`config.mk`:
```
export PLATFORM = sky130hd
export DESIGN_NAME = mem_stage_lsu_flat
export DESIGN_NICKNAME = d
export VERILOG_FILES = /design/src/rtl/mem_stage_lsu_pkg.sv /design/src/rtl/mem_stage_lsu_if.sv /design/src/rtl/mem_stage_lsu_load_extend.sv /design/src/rtl/mem_stage_lsu.sv /design/src/flat_wrapper.sv
export SDC_FILE = /design/constraint.sdc
export NUM_CORES = 1
export LEC_CHECK = 0
export CAP_MARGIN = 20
export CORE_MARGIN = 3
export CORE_UTILIZATION = 40
export DETAILED_ROUTE_END_ITERATION = 6
export GPL_TIMING_DRIVEN = 0
export PLACE_DENSITY = 0.77
export SETUP_SLACK_MARGIN = 0.3
export SLEW_MARGIN = 15
export SYNTH_ARGS = -nofsm -noshare
export SYNTH_HDL_FRONTEND = slang
export SYNTH_SLANG_ARGS = --single-unit
export TNS_END_PERCENT = 10
```
`constraint.sdc`:
```
create_clock -name clk -period 1.86 [get_ports clk]
set_input_delay 0.372 -clock clk [delete_from_list [all_inputs] [get_ports clk]]
set_output_delay 0.372 -clock clk [all_outputs]
set_load 0.01 [all_outputs]
```
`src/rtl/mem_stage_lsu_pkg.sv`:
```
// Shared encodings for the memory-stage load/store unit.
package mem_stage_lsu_pkg;

  // Load/store funct3 encodings
  localparam logic [2:0] LD_B  = 3'b000;
  localparam logic [2:0] LD_H  = 3'b001;
  localparam logic [2:0] LD_W  = 3'b010;
  localparam logic [2:0] LD_BU = 3'b100;
  localparam logic [2:0] LD_HU = 3'b101;

  // Writeback source select
  localparam logic [1:0] WB_ALU  = 2'b00;
  localparam logic [1:0] WB_MEM  = 2'b01;
  localparam logic [1:0] WB_PC4  = 2'b10;
  localparam logic [1:0] WB_NONE = 2'b11;

  // Byte-enable patterns for a lane-0 access
  localparam logic [3:0] BE_BYTE = 4'b0001;
  localparam logic [3:0] BE_HALF = 4'b0011;
  localparam logic [3:0] BE_WORD = 4'b1111;

  typedef enum logic [1:0] {StIdle, StReq, StDone} lsu_state_e;

  typedef enum logic [1:0] {SzByte, SzHalf, SzWord} acc_size_e;

  // funct3[1:0] carries the size; undefined encodings fall back to a word access
  function automatic acc_size_e size_of(logic [1:0] f3_lo);
    unique case (f3_lo)
      2'b00:   return SzByte;
      2'b01:   return SzHalf;
      default: return SzWord;
    endcase
  endfunction

endpackage

```
`src/rtl/mem_stage_lsu_if.sv`:
```
// Data-memory req/ack bus between the LSU (master) and the memory (slave).
interface mem_stage_lsu_if #(
  parameter int unsigned XLEN = 32
);
  logic            dmem_req;
  logic            dmem_we;
  logic [XLEN-1:0] dmem_addr;
  logic [3:0]      dmem_be;
  logic [XLEN-1:0] dmem_wdata;
  logic            dmem_ack;
  logic [XLEN-1:0] dmem_rdata;

  modport master (
    output dmem_req, dmem_we, dmem_addr, dmem_be, dmem_wdata,
    input  dmem_ack, dmem_rdata
  );

  modport slave (
    input  dmem_req, dmem_we, dmem_addr, dmem_be, dmem_wdata,
    output dmem_ack, dmem_rdata
  );
endinterface

```
`src/rtl/mem_stage_lsu_load_extend.sv`:
```
// Selects the addressed byte/half of a read word and sign- or zero-extends it.
module mem_stage_lsu_load_extend
  import mem_stage_lsu_pkg::*;
#(
  parameter int unsigned XLEN = 32
) (
  input  logic [XLEN-1:0] rdata_i,
  input  logic [1:0]      addr_lo_i,
  input  logic [2:0]      iload_i,
  output logic [XLEN-1:0] data_o
);

  logic [7:0]  byte_lane;
  logic [15:0] half_lane;

  // Lane select followed by extension according to funct3
  always_comb begin
    unique case (addr_lo_i)
      2'd0:    byte_lane = rdata_i[7:0];
      2'd1:    byte_lane = rdata_i[15:8];
      2'd2:    byte_lane = rdata_i[23:16];
      default: byte_lane = rdata_i[31:24];
    endcase
    half_lane = addr_lo_i[1] ? rdata_i[31:16] : rdata_i[15:0];
    unique case (iload_i)
      LD_B:    data_o = {{(XLEN-8){byte_lane[7]}}, byte_lane};
      LD_BU:   data_o = {{(XLEN-8){1'b0}}, byte_lane};
      LD_H:    data_o = {{(XLEN-16){half_lane[15]}}, half_lane};
      LD_HU:   data_o = {{(XLEN-16){1'b0}}, half_lane};
      LD_W:    data_o = rdata_i;
      default: data_o = rdata_i;
    endcase
  end

endmodule

```
`src/rtl/mem_stage_lsu.sv`:
```
// Memory stage: drives data-memory accesses, stalls while one is outstanding,
// and registers the MEM->WB bundle.
module mem_stage_lsu
  import mem_stage_lsu_pkg::*;
#(
  parameter int unsigned XLEN  = 32,
  parameter int unsigned WIDTH = 5
) (
  input  logic             clk,
  input  logic             rst,
  input  logic [2:0]       ILoadM,
  input  logic [1:0]       WBSelM,
  input  logic             RegWEnM,
  input  logic             MemRWM,
  input  logic [XLEN-1:0]  ALUResultM,
  input  logic [XLEN-1:0]  WriteDataM,
  input  logic [XLEN-1:0]  PCPlus4M,
  input  logic [WIDTH-1:0] rdM,
  mem_stage_lsu_if.master  dmem,
  output logic             stall_m,
  output logic             RegWEnW,
  output logic [WIDTH-1:0] rdW,
  output logic [XLEN-1:0]  WBDataW,
  output logic             MisalignW
);

  lsu_state_e      state_q, state_d;
  acc_size_e       size;
  logic            access, mis, go;
  logic [3:0]      be_d;
  logic [XLEN-1:0] wdata_d, load_data, wb_data_d;

  logic            bus_we_q;
  logic [XLEN-1:0] bus_addr_q, bus_wdata_q, rdata_q;
  logic [3:0]      bus_be_q;

  // Access decode; misalignment only counts for real memory accesses
  always_comb begin
    size   = size_of(ILoadM[1:0]);
    access = (WBSelM == WB_MEM) | MemRWM;
    unique case (size)
      SzByte:  mis = 1'b0;
      SzHalf:  mis = access & ALUResultM[0];
      default: mis = access & (|ALUResultM[1:0]);
    endcase
    go = access & ~mis;
  end

  // Store byte enables and lane-replicated write data
  always_comb begin
    unique case (size)
      SzByte: begin
        be_d    = BE_BYTE << ALUResultM[1:0];
        wdata_d = {(XLEN/8){WriteDataM[7:0]}};
      end
      SzHalf: begin
        be_d    = BE_HALF << {ALUResultM[1], 1'b0};
        wdata_d = {(XLEN/16){WriteDataM[15:0]}};
      end
      default: begin
        be_d    = BE_WORD;
        wdata_d = WriteDataM;
      end
    endcase
  end

  // FSM state register
  always_ff @(posedge clk or negedge rst) begin
    if (!rst) state_q <= StIdle;
    else      state_q <= state_d;
  end

  // FSM next state; ack outside REQ is ignored
  always_comb begin
    state_d = state_q;
    unique case (state_q)
      StIdle:  if (go) state_d = StReq;
      StReq:   if (dmem.dmem_ack) state_d = StDone;
      StDone:  state_d = StIdle;
      default: state_d = StIdle;
    endcase
  end

  // FSM outputs; req decodes straight from state so reset drops it at once
  always_comb begin
    dmem.dmem_req   = (state_q == StReq);
    dmem.dmem_we    = bus_we_q;
    dmem.dmem_addr  = bus_addr_q;
    dmem.dmem_be    = bus_be_q;
    dmem.dmem_wdata = bus_wdata_q;
    stall_m         = go & (state_q != StDone);
  end

  // Bus fields latched on access launch, read data captured on ack
  always_ff @(posedge clk or negedge rst) begin
    if (!rst) begin
      bus_we_q    <= 1'b0;
      bus_addr_q  <= '0;
      bus_be_q    <= '0;
      bus_wdata_q <= '0;
      rdata_q     <= '0;
    end else begin
      if (state_q == StIdle && go) begin
        bus_we_q    <= MemRWM;
        bus_addr_q  <= {ALUResultM[XLEN-1:2], 2'b00};
        bus_be_q    <= be_d;
        bus_wdata_q <= wdata_d;
      end
      if (state_q == StReq && dmem.dmem_ack) rdata_q <= dmem.dmem_rdata;
    end
  end

  mem_stage_lsu_load_extend #(
    .XLEN(XLEN)
  ) u_load_extend (
    .rdata_i  (rdata_q),
    .addr_lo_i(ALUResultM[1:0]),
    .iload_i  (ILoadM),
    .data_o   (load_data)
  );

  // Writeback source select
  always_comb begin
    unique case (WBSelM)
      WB_ALU:  wb_data_d = ALUResultM;
      WB_MEM:  wb_data_d = load_data;
      WB_PC4:  wb_data_d = PCPlus4M;
      default: wb_data_d = '0;
    endcase
  end

  // MEM->WB register; a stall inserts a bubble and holds rd/data
  always_ff @(posedge clk or negedge rst) begin
    if (!rst) begin
      RegWEnW   <= 1'b0;
      rdW       <= '0;
      WBDataW   <= '0;
      MisalignW <= 1'b0;
    end else if (stall_m) begin
      RegWEnW   <= 1'b0;
      MisalignW <= 1'b0;
    end else begin
      RegWEnW   <= RegWEnM & ~mis;
      MisalignW <= mis;
      rdW       <= rdM;
      WBDataW   <= wb_data_d;
    end
  end

endmodule

```
`src/flat_wrapper.sv`:
```
// flat-port wrapper written by rule: the top's interface ports become plain ports
module mem_stage_lsu_flat import mem_stage_lsu_pkg::*;
#(
  parameter int unsigned XLEN  = 32,
  parameter int unsigned WIDTH = 5
)
  (clk, rst, ILoadM, WBSelM, RegWEnM, MemRWM, ALUResultM, WriteDataM, PCPlus4M, rdM, stall_m, RegWEnW, rdW, WBDataW, MisalignW, dmem_dmem_req, dmem_dmem_we, dmem_dmem_addr, dmem_dmem_be, dmem_dmem_wdata, dmem_dmem_ack, dmem_dmem_rdata);
  mem_stage_lsu_if #(.XLEN(XLEN)) dmem_i ();
  input  logic clk;
  input  logic rst;
  input  logic [2:0] ILoadM;
  input  logic [1:0] WBSelM;
  input  logic RegWEnM;
  input  logic MemRWM;
  input  logic [XLEN-1:0] ALUResultM;
  input  logic [XLEN-1:0] WriteDataM;
  input  logic [XLEN-1:0] PCPlus4M;
  input  logic [WIDTH-1:0] rdM;
  output logic stall_m;
  output logic RegWEnW;
  output logic [WIDTH-1:0] rdW;
  output logic [XLEN-1:0] WBDataW;
  output logic MisalignW;
  output wire logic [$bits(dmem_i.dmem_req)-1:0] dmem_dmem_req;
  output wire logic [$bits(dmem_i.dmem_we)-1:0] dmem_dmem_we;
  output wire logic [$bits(dmem_i.dmem_addr)-1:0] dmem_dmem_addr;
  output wire logic [$bits(dmem_i.dmem_be)-1:0] dmem_dmem_be;
  output wire logic [$bits(dmem_i.dmem_wdata)-1:0] dmem_dmem_wdata;
  input wire logic [$bits(dmem_i.dmem_ack)-1:0] dmem_dmem_ack;
  input wire logic [$bits(dmem_i.dmem_rdata)-1:0] dmem_dmem_rdata;
  assign dmem_dmem_req = dmem_i.dmem_req;
  assign dmem_dmem_we = dmem_i.dmem_we;
  assign dmem_dmem_addr = dmem_i.dmem_addr;
  assign dmem_dmem_be = dmem_i.dmem_be;
  assign dmem_dmem_wdata = dmem_i.dmem_wdata;
  assign dmem_i.dmem_ack = dmem_dmem_ack;
  assign dmem_i.dmem_rdata = dmem_dmem_rdata;
  mem_stage_lsu #(.XLEN(XLEN), .WIDTH(WIDTH)) u_core (.clk(clk), .rst(rst), .ILoadM(ILoadM), .WBSelM(WBSelM), .RegWEnM(RegWEnM), .MemRWM(MemRWM), .ALUResultM(ALUResultM), .WriteDataM(WriteDataM), .PCPlus4M(PCPlus4M), .rdM(rdM), .dmem(dmem_i), .stall_m(stall_m), .RegWEnW(RegWEnW), .rdW(rdW), .WBDataW(WBDataW), .MisalignW(MisalignW));
endmodule
```
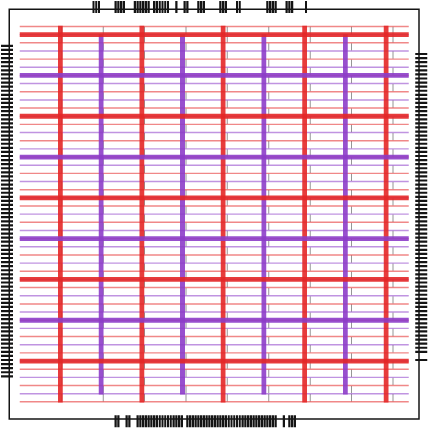
*Floorplan with the power grid*
(3 px per um) Pins as bars on the die edge. Tap cells in gray.
color	net
purple	VDD
red	VSS
signal pins	253
met4 straps	9
tap cells	216
Die Ht: 136 um
Core Area: 16,200 um2
Die W: 136 um
Worst IR Drop VDD: 0.733 mV

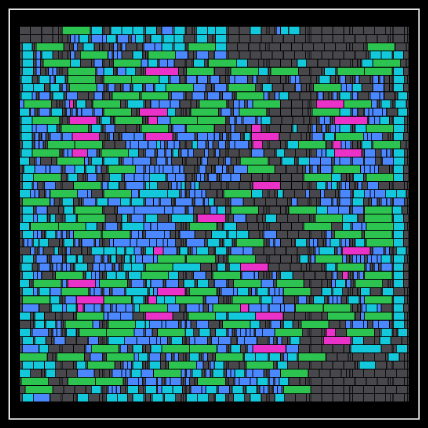
*Placed cells, one color a class*
(3 px per um) Fill, decap, tap and diode cells in gray.
color	class	cells	share of their area
magenta	clock drivers and dummy loads	32	5.8%
cyan	remaining buffers and delay cells	317	29%
blue	remaining logic cells	507	32%
green	registers	140	34%
final instance area: 10,700 um2
flop share of the area: 32.7%
row count: 46
Post-Route Utilization: 66.0%

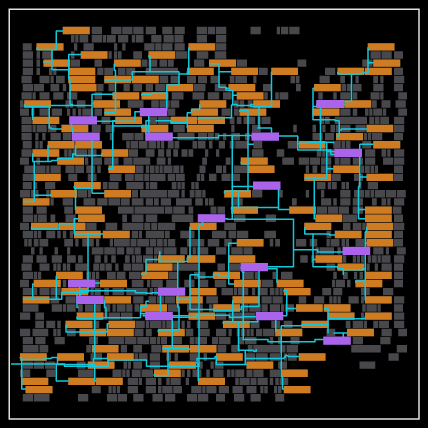
*Clock distribution*
(3 px per um)
[purple] clock-net drivers | count: 17
[cyan] clock wires | length: 1,910 um
[orange] flip-flops | count: 140
flops lie	widely spread
routed clock nets	18
clk pwr: 3.54 mW
clock skew: 0.00994 ns
Clock Latency Late Sink: 0.43 ns
clock group share of total power: 28.6%

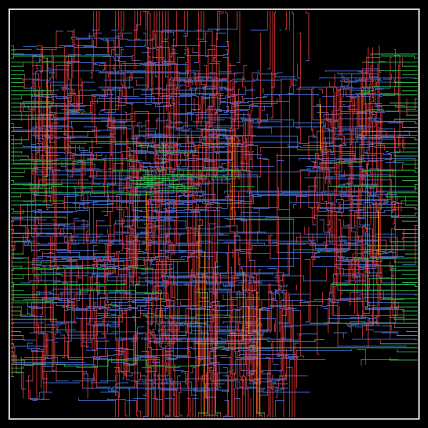
*Signal wires by layer*
(3 px per um)
color	layer	wire length
blue	M1	9,800 um
green	M3	2,240 um
orange	M4	555 um
red	M2	11,900 um
via count: 6,469
total track usage: 26.1%

==> summary.txt <==
run results: yosys warns=0, Worst slew margin=42.0%, drt pass-1 iters=5, hold-fix buffer count after cts=1, Post-Syn Area=a little under 7000 um2, seq_cells=around 140, largest net degree at the start of global routing=roughly 88, Comb area share=roughly 30%, WL final=~25,000 um, Top Layout Cells=nand2_1 (185), dfrtp_1 (139), clkdlybuf4s50_1 (134), MI comb cells=503, vias in the first global route=6,526, Yosys cell types=39, RR Startpoint=u_core.state_q[0], # port buffers=approximately 250, post-CTS sizing=about 220, Tmin final=1.88 ns, endpoints failing setup=1, power per cell area=roughly 1200 nW/um2, delay-heaviest family, CP=flip-flops, Main power group=registers, Gate Area=3310 um2, Layout clock buffers=19, Initial DRC Count=about 420, layout cells sized above 1=between 15 and 20%, Crit-path slowest cell=dfrtp_2, CP Data Arrival Time=around 1.5 ns, seq pwr=approximately 4.8 mW, # IOs=253, CTS clk-pin slew, worst paths=~0.060 ns, yosys stat cell total=between 700 and 800, Final Hold Vio Count=0, Hold Path End=u_core.MisalignW, postcts setup bufs=7, YS chip area=approximately 6800 um2, clk root buf=clkbuf_16, Seq share, synth=51.8%, Reg2Reg Depth=7, NetSw=between 4 and 5 mW, fill cell count=1,318, CP Capture Point=stall_m, invs w/o clock=4, CTS tree=built, TAP cells=roughly 220, Pleak=between 5 and 6 nW, Final Worst Setup Slack=-0.0163 ns, most numerous logic cell after layout=nand2_1, dpl ws=-1.07 ns, Worst path depth=6, Syn Area/Cell=slightly below 10 um2, f_max=around 530 MHz, WHS Path Cells=3, H-tree depth=4, Comb pwr share=about a third, Non-Filler Instances=1,213, r2r setup slk=roughly 0.040 ns, clk cell area share=between 5 and 6%, Gate Count Post-Synth=~700, Net count, final=approximately 1.1k, Sw Share=between 30% and 40%, run status=complete, but fails checks, Top class by area=registers, min-delay src=ILoadM[1], detailed placement HPWL=between 15,000 and 20,000 um, Area Overhead vs Synth=58.4%, crit path capture type=output port, first-pass GRT wire length=36,600 um, Tot Pwr=approximately 12 mW, worst hold margin=between 0.3 and 0.4 ns, CP Max Fanout=4, initial antenna violation count=1, number of logged tool warnings=29, CP Launch Type=register, combinational power=4.02 mW, gr ovfl total=0, routed len/inst=roughly 20 um, die area=18,500 um2, worst path cell trace=nand2b_4 -> nand3_4 -> nor2_4 -> buf_6 -> clkbuf_16 -> buf_6, Initial Utilization=41.7%, clock sinks=roughly 140, CP Buf/Inv Count=3, Post-DP Area=about 9500 um2, critical path startpoint=u_core.state_q[1], Hold/Removal Path Class=in2reg, Req. time, crit path=roughly 1.5 ns, deepest clock path buffer count=2, RSZ-0062 raised after global routing=true, Seq pwr share=between 30% and 40%, Setup TNS=-0.0163 ns, CP max stage delay=0.45 ns, Worst-Margin Slew=roughly 0.87 ns, Max Slew Vio Count=0, Max Cap Viol=0, Placer Congestion=roughly 0.9, total CTS buffers=17, Flop area=about 3500 um2, antenna viol nets, final=0, critical path class=reg2out, Top cell by count, worst path=buf_6, antenna cells=1, dpl cells=roughly 1.2k, flops out of synthesis=around 140, RR Endpoint=u_core.dmem.dmem_addr[5], Tcrit/Tclk final=101%, Layout non-clock buf frac=~28%, drc violations=0, Pint=8.23 mW, number of signal-net buffers in the layout=around 320, violated checks=negative setup slack, Via-to-Cell Ratio=roughly 5.3
layer usage:
layer,track usage (%),wire length [um],up-vias
met5,0,0,-
met3,9.40,2240,40
met2,43.5,11900,296
met1,32.0,9800,3150
li1,-,-,2983
met4,7.61,555,0
kinds of logic (layout without fill, tap and decap cells):
kind of cell	after synthesis	after routing	share of synthesized area [%]
and+or+nand+nor	267	267	15.6
other	1	3	0.0554
buffers and inverters	60	353	4.49
muxes	96	96	14.9
AOI/OAI and AO/OA	138	138	13.1
DFF	140	140	51.8
state kept, by name, summed over array words and instances (netlist names):
| signal | flops |
|---|---|
| u_core.RegWEnW | 1 |
| u_core.dmem.dmem_we | 1 |
| u_core.rdW | 5 |
| u_core.MisalignW | 1 |
| u_core.rdata_q | 32 |
| u_core.dmem.dmem_addr | 30 |
| u_core.dmem.dmem_be | 4 |
| u_core.state_q | 2 |
| u_core.dmem.dmem_wdata | 32 |
| u_core.WBDataW | 32 |
synth_stat cells (all sizes together):
master   count  area, um2
o221ai       7       61.3
a2111oi      1       27.5
a31oi        7       43.8
nor3b        1       7.51
nand2b       6       37.5
a21oi       23        115
o22ai       16        100
o21a         1       7.51
clkbuf      27        103
mux2        39        439
inv          4       15.0
a221o        1       10.0
or4          2       15.0
nand2      203        762
and3         1       6.26
a211oi       1       7.51
a22o         7       61.3
nor4         1       6.26
o21ai       50        262
dfrtp      140       3500
a32oi        1       8.76
nor2        39        146
a211o        7       61.3
nand4        1       6.26
nor3         7       35.0
mux2i       57        571
conb         1       3.75
o21bai       1       7.51
buf         29        186
o211ai       7       52.6
nor2b        5       31.3
nand3        1       5.00
a22oi        8       60.1
Power figures rest on the tool's default switching activity, not on a simulated workload.
